==> images/closeup.png <==
The bar under the picture is 10 um long. Region (153, 153) to (183, 183) um. Cells in gray, sequential cells in the stronger gray; small squares are vias.
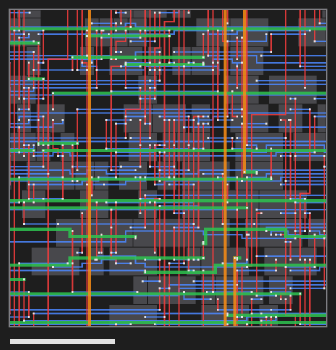
==> images/m4.png <==
Supply wires on this layer in gray.
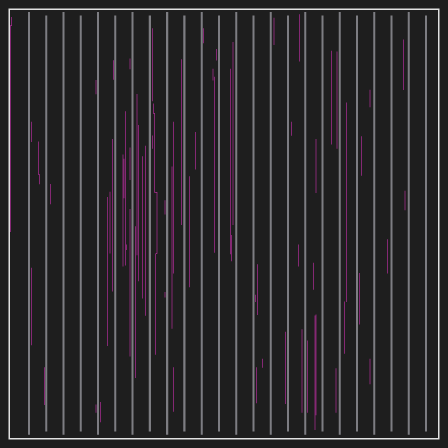
==> images/clock_nets.png <==
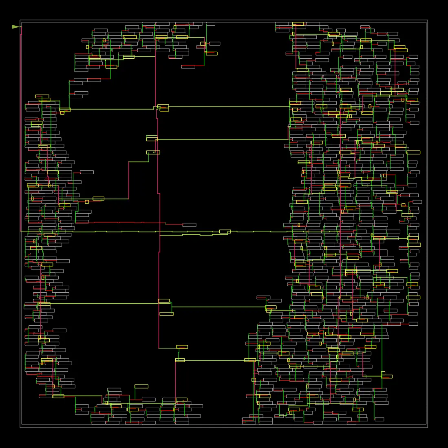
==> images/layers.png <==
Only two layers are drawn.
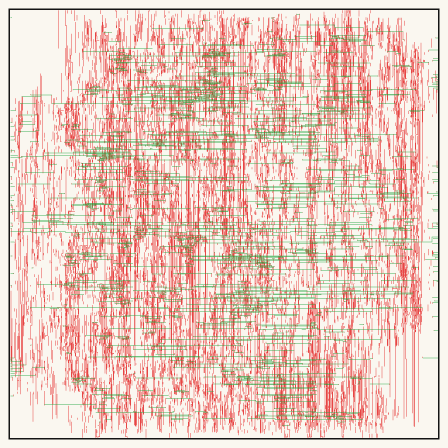
## src/rtl/my_fft_pkg.sv

```systemverilog
// Shared types and constants for the streaming 4-point DFT engine.
package my_fft_pkg;

    localparam int N_POINTS = 4;
    // Widest internal value: DATA_WIDTH max 48 plus 2 bits of growth.
    localparam int CPLX_W = 50;

    typedef enum logic {
        IN_IDLE,
        IN_COLLECT
    } in_state_t;

    typedef enum logic {
        O_IDLE,
        O_OUT
    } out_state_t;

    typedef struct packed {
        logic signed [CPLX_W-1:0] re;
        logic signed [CPLX_W-1:0] im;
    } cplx_t;

endpackage

```

## src/rtl/my_fft_bfly4.sv

```systemverilog
// Combinational 4-point radix-4 butterfly with forward/inverse select.
// MY_FFT_N4_STREAM_SCALE_EN: results are divided by 4 with round-half-up.
module my_fft_bfly4
    import my_fft_pkg::*;
#(
    parameter int DATA_WIDTH = 32,
    parameter int OUT_WIDTH  = DATA_WIDTH + 2
) (
    input  logic                                 inverse_i,
    input  logic [N_POINTS-1:0][DATA_WIDTH-1:0]  x_re_i,
    input  logic [N_POINTS-1:0][DATA_WIDTH-1:0]  x_im_i,
    output logic [N_POINTS-1:0][OUT_WIDTH-1:0]   y_re_o,
    output logic [N_POINTS-1:0][OUT_WIDTH-1:0]   y_im_o
);

    function automatic logic signed [CPLX_W-1:0] sext(input logic [DATA_WIDTH-1:0] v);
        return {{(CPLX_W-DATA_WIDTH){v[DATA_WIDTH-1]}}, v};
    endfunction

`ifdef MY_FFT_N4_STREAM_SCALE_EN
    function automatic logic signed [CPLX_W-1:0] round_q2(input logic signed [CPLX_W-1:0] v);
        return (v + CPLX_W'(2)) >>> 2;
    endfunction
`endif

    function automatic logic [OUT_WIDTH-1:0] fit(input logic signed [CPLX_W-1:0] v);
        logic signed [CPLX_W-1:0] t;
`ifdef MY_FFT_N4_STREAM_SCALE_EN
        t = round_q2(v);
`else
        t = v;
`endif
        return t[OUT_WIDTH-1:0];
    endfunction

    cplx_t x [N_POINTS];
    cplx_t y [N_POINTS];
    cplx_t s02, d02, s13, d13, fwd1, fwd3;

    always_comb begin
        for (int i = 0; i < N_POINTS; i++) begin
            x[i].re = sext(x_re_i[i]);
            x[i].im = sext(x_im_i[i]);
        end
        s02.re = x[0].re + x[2].re;
        s02.im = x[0].im + x[2].im;
        d02.re = x[0].re - x[2].re;
        d02.im = x[0].im - x[2].im;
        s13.re = x[1].re + x[3].re;
        s13.im = x[1].im + x[3].im;
        d13.re = x[1].re - x[3].re;
        d13.im = x[1].im - x[3].im;
        // Forward X1 = d02 - j*d13, X3 = d02 + j*d13; inverse swaps them.
        fwd1.re = d02.re + d13.im;
        fwd1.im = d02.im - d13.re;
        fwd3.re = d02.re - d13.im;
        fwd3.im = d02.im + d13.re;
        y[0].re = s02.re + s13.re;
        y[0].im = s02.im + s13.im;
        y[2].re = s02.re - s13.re;
        y[2].im = s02.im - s13.im;
        y[1]    = inverse_i ? fwd3 : fwd1;
        y[3]    = inverse_i ? fwd1 : fwd3;
        for (int i = 0; i < N_POINTS; i++) begin
            y_re_o[i] = fit(y[i].re);
            y_im_o[i] = fit(y[i].im);
        end
    end

endmodule

```

## src/rtl/my_fft_n4_stream.sv

```systemverilog
// Streaming 4-point DFT: frame collection, ping-pong result banks, X0..X3 sequencer.
// MY_FFT_N4_STREAM_SCALE_EN enables 1/4 scaling inside the butterfly.
module my_fft_n4_stream
    import my_fft_pkg::*;
#(
    parameter  int DATA_WIDTH = 32,
    localparam int OUT_WIDTH  = DATA_WIDTH + 2
) (
    input  logic                  sys_clk_i,
    input  logic                  sys_rst_i,
    input  logic                  data_in_valid_i,
    input  logic                  data_in_flag_i,
    input  logic                  inverse_i,
    input  logic [DATA_WIDTH-1:0] xn_real_i,
    input  logic [DATA_WIDTH-1:0] xn_imag_i,
    output logic                  data_out_valid_o,
    output logic                  data_out_flag_o,
    output logic [OUT_WIDTH-1:0]  xk_real_o,
    output logic [OUT_WIDTH-1:0]  xk_imag_o,
    output logic                  frame_err_o
);

    in_state_t in_state_q, in_state_d;
    logic [1:0] cnt_q, cnt_d;
    logic       inv_q, inv_d;
    logic       done_q, done_d;
    logic       in_err;
    logic [N_POINTS-1:0][DATA_WIDTH-1:0] smp_re_q, smp_re_d, smp_im_q, smp_im_d;

    logic [1:0][N_POINTS-1:0][OUT_WIDTH-1:0] bank_re_q, bank_re_d, bank_im_q, bank_im_d;
    logic [1:0] full_q, full_d;
    logic       wr_sel_q, wr_sel_d, rd_sel_q, rd_sel_d;
    logic       bank_err;

    out_state_t out_state_q, out_state_d;
    logic [1:0] k_q, k_d;
    logic       vld_q, vld_d, flg_q, flg_d, err_q, err_d;
    logic [OUT_WIDTH-1:0] re_q, re_d, im_q, im_d;

    logic [N_POINTS-1:0][OUT_WIDTH-1:0] y_re, y_im;

    my_fft_bfly4 #(
        .DATA_WIDTH (DATA_WIDTH),
        .OUT_WIDTH  (OUT_WIDTH)
    ) u_bfly (
        .inverse_i  (inv_q),
        .x_re_i     (smp_re_q),
        .x_im_i     (smp_im_q),
        .y_re_o     (y_re),
        .y_im_o     (y_im)
    );

    // Input collection: a flag always (re)starts a frame at x0.
    always_comb begin
        in_state_d = in_state_q;
        cnt_d      = cnt_q;
        inv_d      = inv_q;
        done_d     = 1'b0;
        in_err     = 1'b0;
        smp_re_d   = smp_re_q;
        smp_im_d   = smp_im_q;
        if (data_in_valid_i) begin
            if (data_in_flag_i) begin
                in_err      = (in_state_q == IN_COLLECT);
                smp_re_d[0] = xn_real_i;
                smp_im_d[0] = xn_imag_i;
                inv_d       = inverse_i;
                in_state_d  = IN_COLLECT;
                cnt_d       = 2'd1;
            end else if (in_state_q == IN_IDLE) begin
                in_err = 1'b1;
            end else begin
                smp_re_d[cnt_q] = xn_real_i;
                smp_im_d[cnt_q] = xn_imag_i;
                if (cnt_q == 2'd3) begin
                    in_state_d = IN_IDLE;
                    cnt_d      = 2'd0;
                    done_d     = 1'b1;
                end else begin
                    cnt_d = cnt_q + 2'd1;
                end
            end
        end
    end

    // Output sequencer and bank fill; a finished bank is released after its X3.
    always_comb begin
        out_state_d = out_state_q;
        k_d         = k_q;
        vld_d       = 1'b0;
        flg_d       = 1'b0;
        re_d        = re_q;
        im_d        = im_q;
        full_d      = full_q;
        rd_sel_d    = rd_sel_q;
        wr_sel_d    = wr_sel_q;
        bank_re_d   = bank_re_q;
        bank_im_d   = bank_im_q;
        bank_err    = 1'b0;
        case (out_state_q)
            O_IDLE: begin
                if (full_q[rd_sel_q]) begin
                    vld_d       = 1'b1;
                    flg_d       = 1'b1;
                    re_d        = bank_re_q[rd_sel_q][0];
                    im_d        = bank_im_q[rd_sel_q][0];
                    out_state_d = O_OUT;
                    k_d         = 2'd1;
                end
            end
            O_OUT: begin
                vld_d = 1'b1;
                re_d  = bank_re_q[rd_sel_q][k_q];
                im_d  = bank_im_q[rd_sel_q][k_q];
                if (k_q == 2'd3) begin
                    full_d[rd_sel_q] = 1'b0;
                    rd_sel_d         = ~rd_sel_q;
                    out_state_d      = O_IDLE;
                    k_d              = 2'd0;
                end else begin
                    k_d = k_q + 2'd1;
                end
            end
            default: out_state_d = O_IDLE;
        endcase
        if (done_q) begin
            if (!full_q[wr_sel_q]) begin
                bank_re_d[wr_sel_q] = y_re;
                bank_im_d[wr_sel_q] = y_im;
                full_d[wr_sel_q]    = 1'b1;
                wr_sel_d            = ~wr_sel_q;
            end else begin
                bank_err = 1'b1;
            end
        end
        err_d = in_err | bank_err;
    end

    always_ff @(posedge sys_clk_i) begin
        if (sys_rst_i) begin
            in_state_q  <= IN_IDLE;
            cnt_q       <= 2'd0;
            inv_q       <= 1'b0;
            done_q      <= 1'b0;
            full_q      <= 2'b00;
            wr_sel_q    <= 1'b0;
            rd_sel_q    <= 1'b0;
            out_state_q <= O_IDLE;
            k_q         <= 2'd0;
            vld_q       <= 1'b0;
            flg_q       <= 1'b0;
            err_q       <= 1'b0;
            re_q        <= '0;
            im_q        <= '0;
        end else begin
            in_state_q  <= in_state_d;
            cnt_q       <= cnt_d;
            inv_q       <= inv_d;
            done_q      <= done_d;
            full_q      <= full_d;
            wr_sel_q    <= wr_sel_d;
            rd_sel_q    <= rd_sel_d;
            out_state_q <= out_state_d;
            k_q         <= k_d;
            vld_q       <= vld_d;
            flg_q       <= flg_d;
            err_q       <= err_d;
            re_q        <= re_d;
            im_q        <= im_d;
        end
    end

    // Sample and bank storage are qualified by the control state, so no reset.
    always_ff @(posedge sys_clk_i) begin
        smp_re_q  <= smp_re_d;
        smp_im_q  <= smp_im_d;
        bank_re_q <= bank_re_d;
        bank_im_q <= bank_im_d;
    end

    assign data_out_valid_o = vld_q;
    assign data_out_flag_o  = flg_q;
    assign xk_real_o        = re_q;
    assign xk_imag_o        = im_q;
    assign frame_err_o      = err_q;

endmodule

```

## config.mk

```make
export PLATFORM = sky130hd
export DESIGN_NAME = my_fft_n4_stream
export DESIGN_NICKNAME = d
export VERILOG_FILES = /design/src/rtl/my_fft_pkg.sv /design/src/rtl/my_fft_bfly4.sv /design/src/rtl/my_fft_n4_stream.sv
export SDC_FILE = /design/constraint.sdc
export NUM_CORES = 2
export LEC_CHECK = 0
export CORE_UTILIZATION = 54
export DETAILED_ROUTE_END_ITERATION = 10
export GPL_ROUTABILITY_DRIVEN = 1
export PLACE_DENSITY = 0.71
export SLEW_MARGIN = 20
export SYNTH_ARGS = -nofsm -noshare
export SYNTH_HDL_FRONTEND = slang
export SYNTH_HIERARCHICAL = 1
export SYNTH_SLANG_ARGS = --single-unit
```

## constraint.sdc

```tcl
create_clock -name sys_clk_i -period 49 [get_ports sys_clk_i]
set_clock_uncertainty 0.15 [all_clocks]
set_input_delay 14.7 -clock sys_clk_i [delete_from_list [all_inputs] [get_ports sys_clk_i]]
set_output_delay 14.7 -clock sys_clk_i [all_outputs]
set_load 0.005 [all_outputs]
```

==> flow_metrics.py <==
# Physical implementation metrics
metrics = {
    "run_status": {
        "status": "completed",
    },
    "synthesis": {
        "syn-num-nets": 6379,
        "avgSynthCellArea_um2": 10.5,
        "ys_sh_xor_pct": 7.03,
        "ys_sh_aoi_pct": 17.7,
        "yosys_warnings": 6,
        "ys_sh_simple_pct": 8.82,
        "yosys_area_um2": 60400,
    },
    "placed_design": {
        "post-place-ws_ns": 31.44,
        "dp_cells": 7123,
        "dp_hpwl_um": 143000,
        "numPortBuffers": 139,
    },
    "power_and_ir_drop": {
        "leakage_nw": 24.6,
        "p_int_w": 0.00140,
        "p_comb_w": 0.000449,
        "switchingPower_w": 0.000607,
        "p_seq_share_pct": 43.1,
        "clock_power_share_pct": 34.5,
        "pg_seq_w": 0.000866,
        "netSwitchingFraction_pct": 30.2,
        "share_comb_of_total_power_pct": 22.4,
        "power_leader": "registers",
        "p_per_area_nw_per_um2": 30.7,
    },
    "die": {
        "die_width_um": 336,
        "dieArea_um2": 113000,
        "io_pins": 140,
        "coreArea_um2": 111000,
        "fp_util_pct": 54.5,
        "die_y_um": 336,
    },
    "cells_and_area": {
        "antennaDiodeCount": 1,
        "finalNetCount": 6336,
        "flop_area_um2": 25700,
        "largest_class": "combinational gates",
        "final_util_pct": 59.1,
        "clkCellAreaFrac_pct": 4.53,
        "inverters": 500,
        "design_area_um2": 65500,
        "most-common-layout-cells": "edfxtp_1, ha_1, a21oi_1, inv_1, nor2_1",
        "nNonClkBuffers": 168,
        "drive_above_1_share_pct": 7.11,
        "fill_cells": 9353,
    },
    "routing": {
        "wire_per_inst_um": 24.6,
        "ant_nets": 0,
        "finalWirelength_um": 179000,
        "wl_met1_um": 85700,
        "via_per_inst": 6.17,
    },
    "grt": {
        "grt_max_degree": 179,
        "grt_usage_pct": 31.1,
        "grt_use_met3_pct": 6.67,
        "grt_pass1_vias": 40636,
        "grt_overflow": 0,
    },
    "final_timing": {
        "rsz0062_at_grt": "false",
        "fin_crit_ns": 16.88,
        "slew_headroom_pct": 28.0,
        "max_freq_ghz": 0.0592,
        "post-route-period-util_pct": 34.5,
        "tns_ns": 0,
    },
    "clocking": {
        "cts_tree": "done",
        "clk_path_buf_depth": 3,
        "cts.sinks": 883,
        "ctsRootBufferMaster": "clkbuf_16",
    },
    "setup_path": {
        "critPathSlowestCell": "buf_4",
        "cpPeakStageDelay_ns": 0.67,
        "reg2reg_slack_ns": 41.79,
        "path_max_fanout": 53,
        "cp-endpoint": "smp_im_q[17]$_DFFE_PP_",
        "arrival_ns": 17.04,
        "cp-startpoint": "data_in_flag_i",
        "r2r-start": "smp_im_q[64]$_DFFE_PP_",
        "rr_worst_depth": 23,
        "critPathBufInv": 3,
    },
    "hold_path": {
        "hold_class": "flop to flop",
    },
}
-- closeup.png (at the start) --
M2 -> red
M3 -> green
M4 -> orange
M1 -> blue
cells with their middle in the window = 66
sequential cells in the window = 0
most frequent = ha_1 (14), nor2_1 (9), a21oi_1 (7)

-- m4.png (at the start) --
wire length on this layer = 4090 um
nets with wire on the layer = 50
main direction = vertical

-- clock_nets.png (at the start) --
CTS buffer count: 88
Worst-Skew Late Latency: 0.70 ns
total clock network power: 0.000694 W
CLK BUF: 110
flip-flops: 883

-- layers.png (at the start) --
M2 -> red  # wire length 69.7 mm
M3 -> green  # wire length 19600 um

No activity file was given, so power comes from the tool's default toggle rates.
